Figure 1. Port wiring.
Scale bar: 50 um.
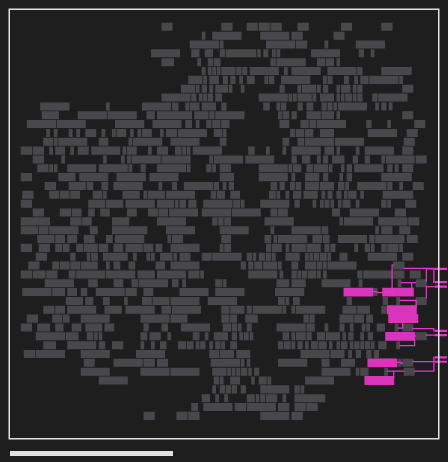
Figure 2. Metal 1.
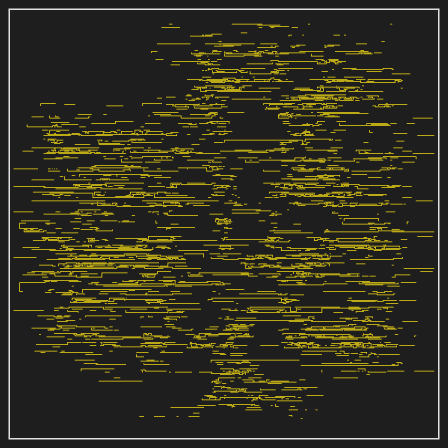
===== src/rtl/score_display_if.sv =====
`default_nettype none
// ============================================================================
// Module      : score_display_if
// Description : Score input and seven-segment display bundle for score_display.
// Revision    : 1.0
// ============================================================================
interface score_display_if;
    logic [23:0] score;
    logic [6:0]  hex0;
    logic [6:0]  hex1;
    logic [6:0]  hex2;
    logic [6:0]  hex3;
    logic [6:0]  hex4;
    logic [6:0]  hex5;
    logic        busy;
    logic        overflow;

    modport master (
        output score,
        input  hex0, hex1, hex2, hex3, hex4, hex5, busy, overflow
    );

    modport slave (
        input  score,
        output hex0, hex1, hex2, hex3, hex4, hex5, busy, overflow
    );
endinterface
`default_nettype wire


===== src/rtl/score_display.sv =====
`default_nettype none
// ============================================================================
// Module      : score_display
// Description : Binary score to six-digit seven-segment display using a
//               serial double-dabble conversion. Optional macro
//               LEADING_ZERO_BLANK_EN blanks leading zero digits.
// Revision    : 1.0
// ============================================================================
module score_display #(
    parameter int MAX_SCORE = 999999
) (
    input  wire logic          clk,
    input  wire logic          rst,
    score_display_if.slave     bus
);

`ifdef LEADING_ZERO_BLANK_EN
    localparam bit c_lz_blank = 1'b1;
`else
    localparam bit c_lz_blank = 1'b0;
`endif

    localparam logic [1:0] c_st_idle   = 2'd0;
    localparam logic [1:0] c_st_shift  = 2'd1;
    localparam logic [1:0] c_st_update = 2'd2;

    localparam logic [23:0] c_max       = 24'(MAX_SCORE);
    localparam logic [6:0]  c_seg_zero  = 7'b1000000;
    localparam logic [6:0]  c_seg_blank = 7'b1111111;
    localparam logic [6:0]  c_hex_rst_upper = c_lz_blank ? c_seg_blank : c_seg_zero;
    localparam logic [4:0]  c_last_shift = 5'd19;

    function automatic logic [6:0] seg7(input logic [3:0] d);
        logic [6:0] s;
        case (d)
            4'd0:    s = 7'b1000000;
            4'd1:    s = 7'b1111001;
            4'd2:    s = 7'b0100100;
            4'd3:    s = 7'b0110000;
            4'd4:    s = 7'b0011001;
            4'd5:    s = 7'b0010010;
            4'd6:    s = 7'b0000010;
            4'd7:    s = 7'b1111000;
            4'd8:    s = 7'b0000000;
            4'd9:    s = 7'b0010000;
            default: s = c_seg_blank;
        endcase
        return s;
    endfunction

    logic [1:0]  r_state;
    logic [1:0]  w_state_next;
    logic [23:0] r_last_score;
    logic [19:0] r_sr;
    logic [23:0] r_bcd;
    logic [4:0]  r_cnt;
    logic        r_ovf_pend;
    logic [6:0]  r_hex [6];
    logic        r_overflow;
    logic        w_busy;
    logic        w_change;
    logic [23:0] w_bcd_adj;
    logic [6:0]  w_seg [6];

    assign w_change = (bus.score != r_last_score);

    // Double-dabble correction: any nibble of 5 or more gets +3 before the shift.
    generate
        for (genvar i = 0; i < 6; i++) begin : g_adj
            assign w_bcd_adj[4*i +: 4] = (r_bcd[4*i +: 4] >= 4'd5) ?
                                         (r_bcd[4*i +: 4] + 4'd3) : r_bcd[4*i +: 4];
        end
    endgenerate

    generate
        for (genvar i = 0; i < 6; i++) begin : g_seg
            if (i == 0) begin : g_units
                assign w_seg[i] = seg7(r_bcd[3:0]);
            end else begin : g_upper
                logic w_lead_zero;
                assign w_lead_zero = c_lz_blank && (r_bcd[23:4*i] == '0);
                assign w_seg[i]    = w_lead_zero ? c_seg_blank : seg7(r_bcd[4*i +: 4]);
            end
        end
    endgenerate

    always_ff @(posedge clk or posedge rst) begin
        if (rst) begin
            r_state <= c_st_idle;
        end else begin
            r_state <= w_state_next;
        end
    end

    always_comb begin
        w_state_next = r_state;
        case (r_state)
            c_st_idle:   if (w_change) w_state_next = c_st_shift;
            c_st_shift:  if (r_cnt == c_last_shift) w_state_next = c_st_update;
            c_st_update: w_state_next = c_st_idle;
            default:     w_state_next = c_st_idle;
        endcase
    end

    always_comb begin
        w_busy = (r_state != c_st_idle);
    end

    always_ff @(posedge clk or posedge rst) begin
        if (rst) begin
            r_last_score <= '0;
            r_sr         <= '0;
            r_bcd        <= '0;
            r_cnt        <= '0;
            r_ovf_pend   <= 1'b0;
            r_overflow   <= 1'b0;
            r_hex[0]     <= c_seg_zero;
            for (int i = 1; i < 6; i++) begin
                r_hex[i] <= c_hex_rst_upper;
            end
        end else begin
            case (r_state)
                c_st_idle: begin
                    if (w_change) begin
                        r_sr         <= (bus.score > c_max) ? c_max[19:0] : bus.score[19:0];
                        r_ovf_pend   <= (bus.score > c_max);
                        r_last_score <= bus.score;
                        r_bcd        <= '0;
                        r_cnt        <= '0;
                    end
                end
                c_st_shift: begin
                    r_bcd <= {w_bcd_adj[22:0], r_sr[19]};
                    r_sr  <= {r_sr[18:0], 1'b0};
                    r_cnt <= r_cnt + 5'd1;
                end
                c_st_update: begin
                    r_overflow <= r_ovf_pend;
                    for (int i = 0; i < 6; i++) begin
                        r_hex[i] <= w_seg[i];
                    end
                end
                default: ;
            endcase
        end
    end

    assign bus.hex0     = r_hex[0];
    assign bus.hex1     = r_hex[1];
    assign bus.hex2     = r_hex[2];
    assign bus.hex3     = r_hex[3];
    assign bus.hex4     = r_hex[4];
    assign bus.hex5     = r_hex[5];
    assign bus.busy     = w_busy;
    assign bus.overflow = r_overflow;

endmodule
`default_nettype wire

===== src/flat_wrapper.sv =====
// flat-port wrapper written by rule: the top's interface ports become plain ports
module score_display_flat 
#(
    parameter int MAX_SCORE = 999999
)
  (clk, rst, bus_score, bus_hex0, bus_hex1, bus_hex2, bus_hex3, bus_hex4, bus_hex5, bus_busy, bus_overflow);
  score_display_if bus_i ();
  input  wire logic clk;
  input  wire logic rst;
  input wire logic [$bits(bus_i.score)-1:0] bus_score;
  output wire logic [$bits(bus_i.hex0)-1:0] bus_hex0;
  output wire logic [$bits(bus_i.hex1)-1:0] bus_hex1;
  output wire logic [$bits(bus_i.hex2)-1:0] bus_hex2;
  output wire logic [$bits(bus_i.hex3)-1:0] bus_hex3;
  output wire logic [$bits(bus_i.hex4)-1:0] bus_hex4;
  output wire logic [$bits(bus_i.hex5)-1:0] bus_hex5;
  output wire logic [$bits(bus_i.busy)-1:0] bus_busy;
  output wire logic [$bits(bus_i.overflow)-1:0] bus_overflow;
  assign bus_i.score = bus_score;
  assign bus_hex0 = bus_i.hex0;
  assign bus_hex1 = bus_i.hex1;
  assign bus_hex2 = bus_i.hex2;
  assign bus_hex3 = bus_i.hex3;
  assign bus_hex4 = bus_i.hex4;
  assign bus_hex5 = bus_i.hex5;
  assign bus_busy = bus_i.busy;
  assign bus_overflow = bus_i.overflow;
  score_display #(.MAX_SCORE(MAX_SCORE)) u_core (.clk(clk), .rst(rst), .bus(bus_i));
endmodule

===== config.mk =====
export PLATFORM = sky130hd
export DESIGN_NAME = score_display_flat
export DESIGN_NICKNAME = d
export VERILOG_FILES = /design/src/rtl/score_display_if.sv /design/src/rtl/score_display.sv /design/src/flat_wrapper.sv
export SDC_FILE = /design/constraint.sdc
export NUM_CORES = 1
export LEC_CHECK = 0
export CORE_MARGIN = 3
export CORE_UTILIZATION = 41
export CTS_BUF_LIST = sky130_fd_sc_hd__clkbuf_16
export CTS_CLUSTER_SIZE = 25
export DETAILED_ROUTE_END_ITERATION = 6
export SYNTH_ARGS = -nofsm -noshare
export SYNTH_HDL_FRONTEND = slang
export SYNTH_SLANG_ARGS = --single-unit
export TNS_END_PERCENT = 5

===== constraint.sdc =====
create_clock -name clk -period 8 [get_ports clk]
set_input_delay 1.2 -clock clk [delete_from_list [all_inputs] [get_ports clk]]
set_output_delay 1.2 -clock clk [all_outputs]
set_load 0.03 [all_outputs]

==> results.txt <==
impl run done, here's what came out: layout cell share with drive strength beyond 1 10.2%, FILL cells 1428, first-pass GRT wire length 23700 um, cell chain of the critical path clkdlybuf4s50_1 > xnor2_1 > nand4_1 > nor4_2 > a21o_1 > buf_4 > mux2_2, WL per Instance 14.5 um, hold_ws 474 ps, clock group share of total power 34.2%, largest net degree at the start of global routing 86, R2R Path Start u_core.r_last_score[6]$_DFFE_PP0P_, vias in the first global route 4751, Syn Area/Cell 9.63 um^2, static leakage 3.49 nW, Worst Path Max Fanout 14, number of diodes 0, Register Area 2990 um^2, Hold/Removal Path Class flip-flop to flip-flop, gr busiest metal met2, met3 GRT Util 3.68%, Largest delay share family, worst path buffers and inverters, CTS tree built, Final Total Pwr 2.07 mW, total placed instance area 7270 um^2, r2r endpoint u_core.r_last_score[19]$_DFFE_PP0P_, postcts setup bufs 0, Synth cell types 41, via density per instance 5.13, Worst Setup SP bus_score[6], sequential power share 38.1%, GRT Overall Usage 16.7%, max-cap viol count 0, number of flops mapped to enable cells by yosys 0, WL met2 6280 um, Syn Nets 729, clock skew 9.03 ps, CORE AREA 15300 um^2, element type at the critical path end flip-flop, Seq power 789 uW, Yosys warnings 0, switching part of the total 31.7%, Cells after Synth 672, PwrDens 265 nW/um^2, FP Rows 45, RSZ-0062 raised after global routing no, post-layout util 51.0%, most frequent cells in the layout dfrtp_1 (113), nand2_1 (94), clkdlybuf4s50_1 (69), inv_1 (66), o21ai_0 (57), total congestion overflow 0, maximum vdd drop 154 uV, DR pass1 iterations 4, RePlAce Congestion 0.875, DR iter-0 viols 255, cells in synth_stat.txt 672, FF-to-FF setup slack 5050 ps, hold buffers post-CTS 0, DR vias 4867, post-placement cell count 917, YS chip area 6470 um^2, CTS root buf clkbuf_16, FP Core Util 42.3%, Clock Sink Count 119, WS Path Type input pin to flip-flop, most frequent cells after synthesis dfrtp_1 (113), nand2_1 (95), inv_1 (65), die area 17300 um^2, Worst-Skew Late Latency 410 ps, Yosys reg bits 119, P_clk 709 uW, met1 WL 6720 um, most common cell in the netlist dfrtp_1, Layout area overhead 20.7%, hold path depth 2, TNS Setup 0 ps, post-layout min period 3850 ps, top cells by area dfrtp_1 (44%), ha_1 (6.0%), nand2_1 (5.5%), DP Wirelength 9470 um, Peak Freq 0.260 GHz, Post-Syn Area 6470 um^2, hold wc startpoint u_core.bus.hex4[1]$_DFFE_PP0N_, Fin. Hold Viols 0, Final Non-Filler Cells 949, final setup fails 0, stage-log warning count 44, capture point of the worst path u_core.r_last_score[19]$_DFFE_PP0P_, initial antenna violation count 0, final instance area 7820 um^2, max-slew violations 0, fraction of registers with async set/reset 100%, WHS Endpoint u_core.bus.hex4[1]$_DFFE_PP0N_, CP Data Required Time 8300 ps, metal3 WL 525 um, period utilization 48.1%, Seq/Total Area, Yosys 46.1%, Die Wd 132 um, ys flop type dfrtp_1, largest power group sequential cells, R2R cell count 6, CP max-delay cell a21o_1, critical path buffer and inverter count 2, max_slew headroom 25.0%, dominant logic cell type in the layout dfrtp_1, Die Y 132 um, post-cts resize count 0, Comb area 3060 um^2, pre-CTS setup slack 3760 ps, Post-DRT Antenna Nets 0, status finished clean, largest area contributor in the netlist dfrtp_1, Final WS setup 4150 ps, Clock transition at path regs 50 ps, nets 782, cts bufs inserted 17, GRT met2 Usage 25.7%, Top cell area share 43.7%, Worst setup SP type input pin, Largest regs u_core.r_bcd x24, u_core.r_last_score x24, u_core.r_sr x20, Worst Path Arrival 4140 ps, DRC 0
-- Figure 1 (at the start) --
color	port	bits	direction	end cells	buffers	wire
magenta	`bus_hex4`	7	output	7	7	111 um
Port Buf Inserts: 69
io pins: 70

-- Figure 2 (at the start) --
longest straight run	29.9 um
share of all routed wire	49%
GRT met1 Usage: 22.9%
total wire length: 13800 um

[layout make-up]
type                    count  share of cell area (%)
well taps                 211                    3.38
inverters                  65                    3.15
clock buffers              17                    5.44
clock inverters            15                    1.54
repair buffers             72                    9.12
flip-flops and latches    119                    38.2
multi-input cells         450                    39.2
[logic make-up (layout without fill, tap and decap cells)]
logic type / Yosys count / count (layout) / share of synthesized area, %
AND-OR/OR-AND: 183 / 183 / 17.0
AND/OR/NAND/NOR: 154 / 154 / 10.3
flip-flops: 119 / 119 / 46.1
buffers and inverters: 103 / 169 / 6.96
multiplexers: 44 / 44 / 8.45
XOR/XNOR: 38 / 38 / 5.14
adder cells (fa/ha/maj): 31 / 31 / 5.99
Power is estimated from default activity; no workload was simulated.
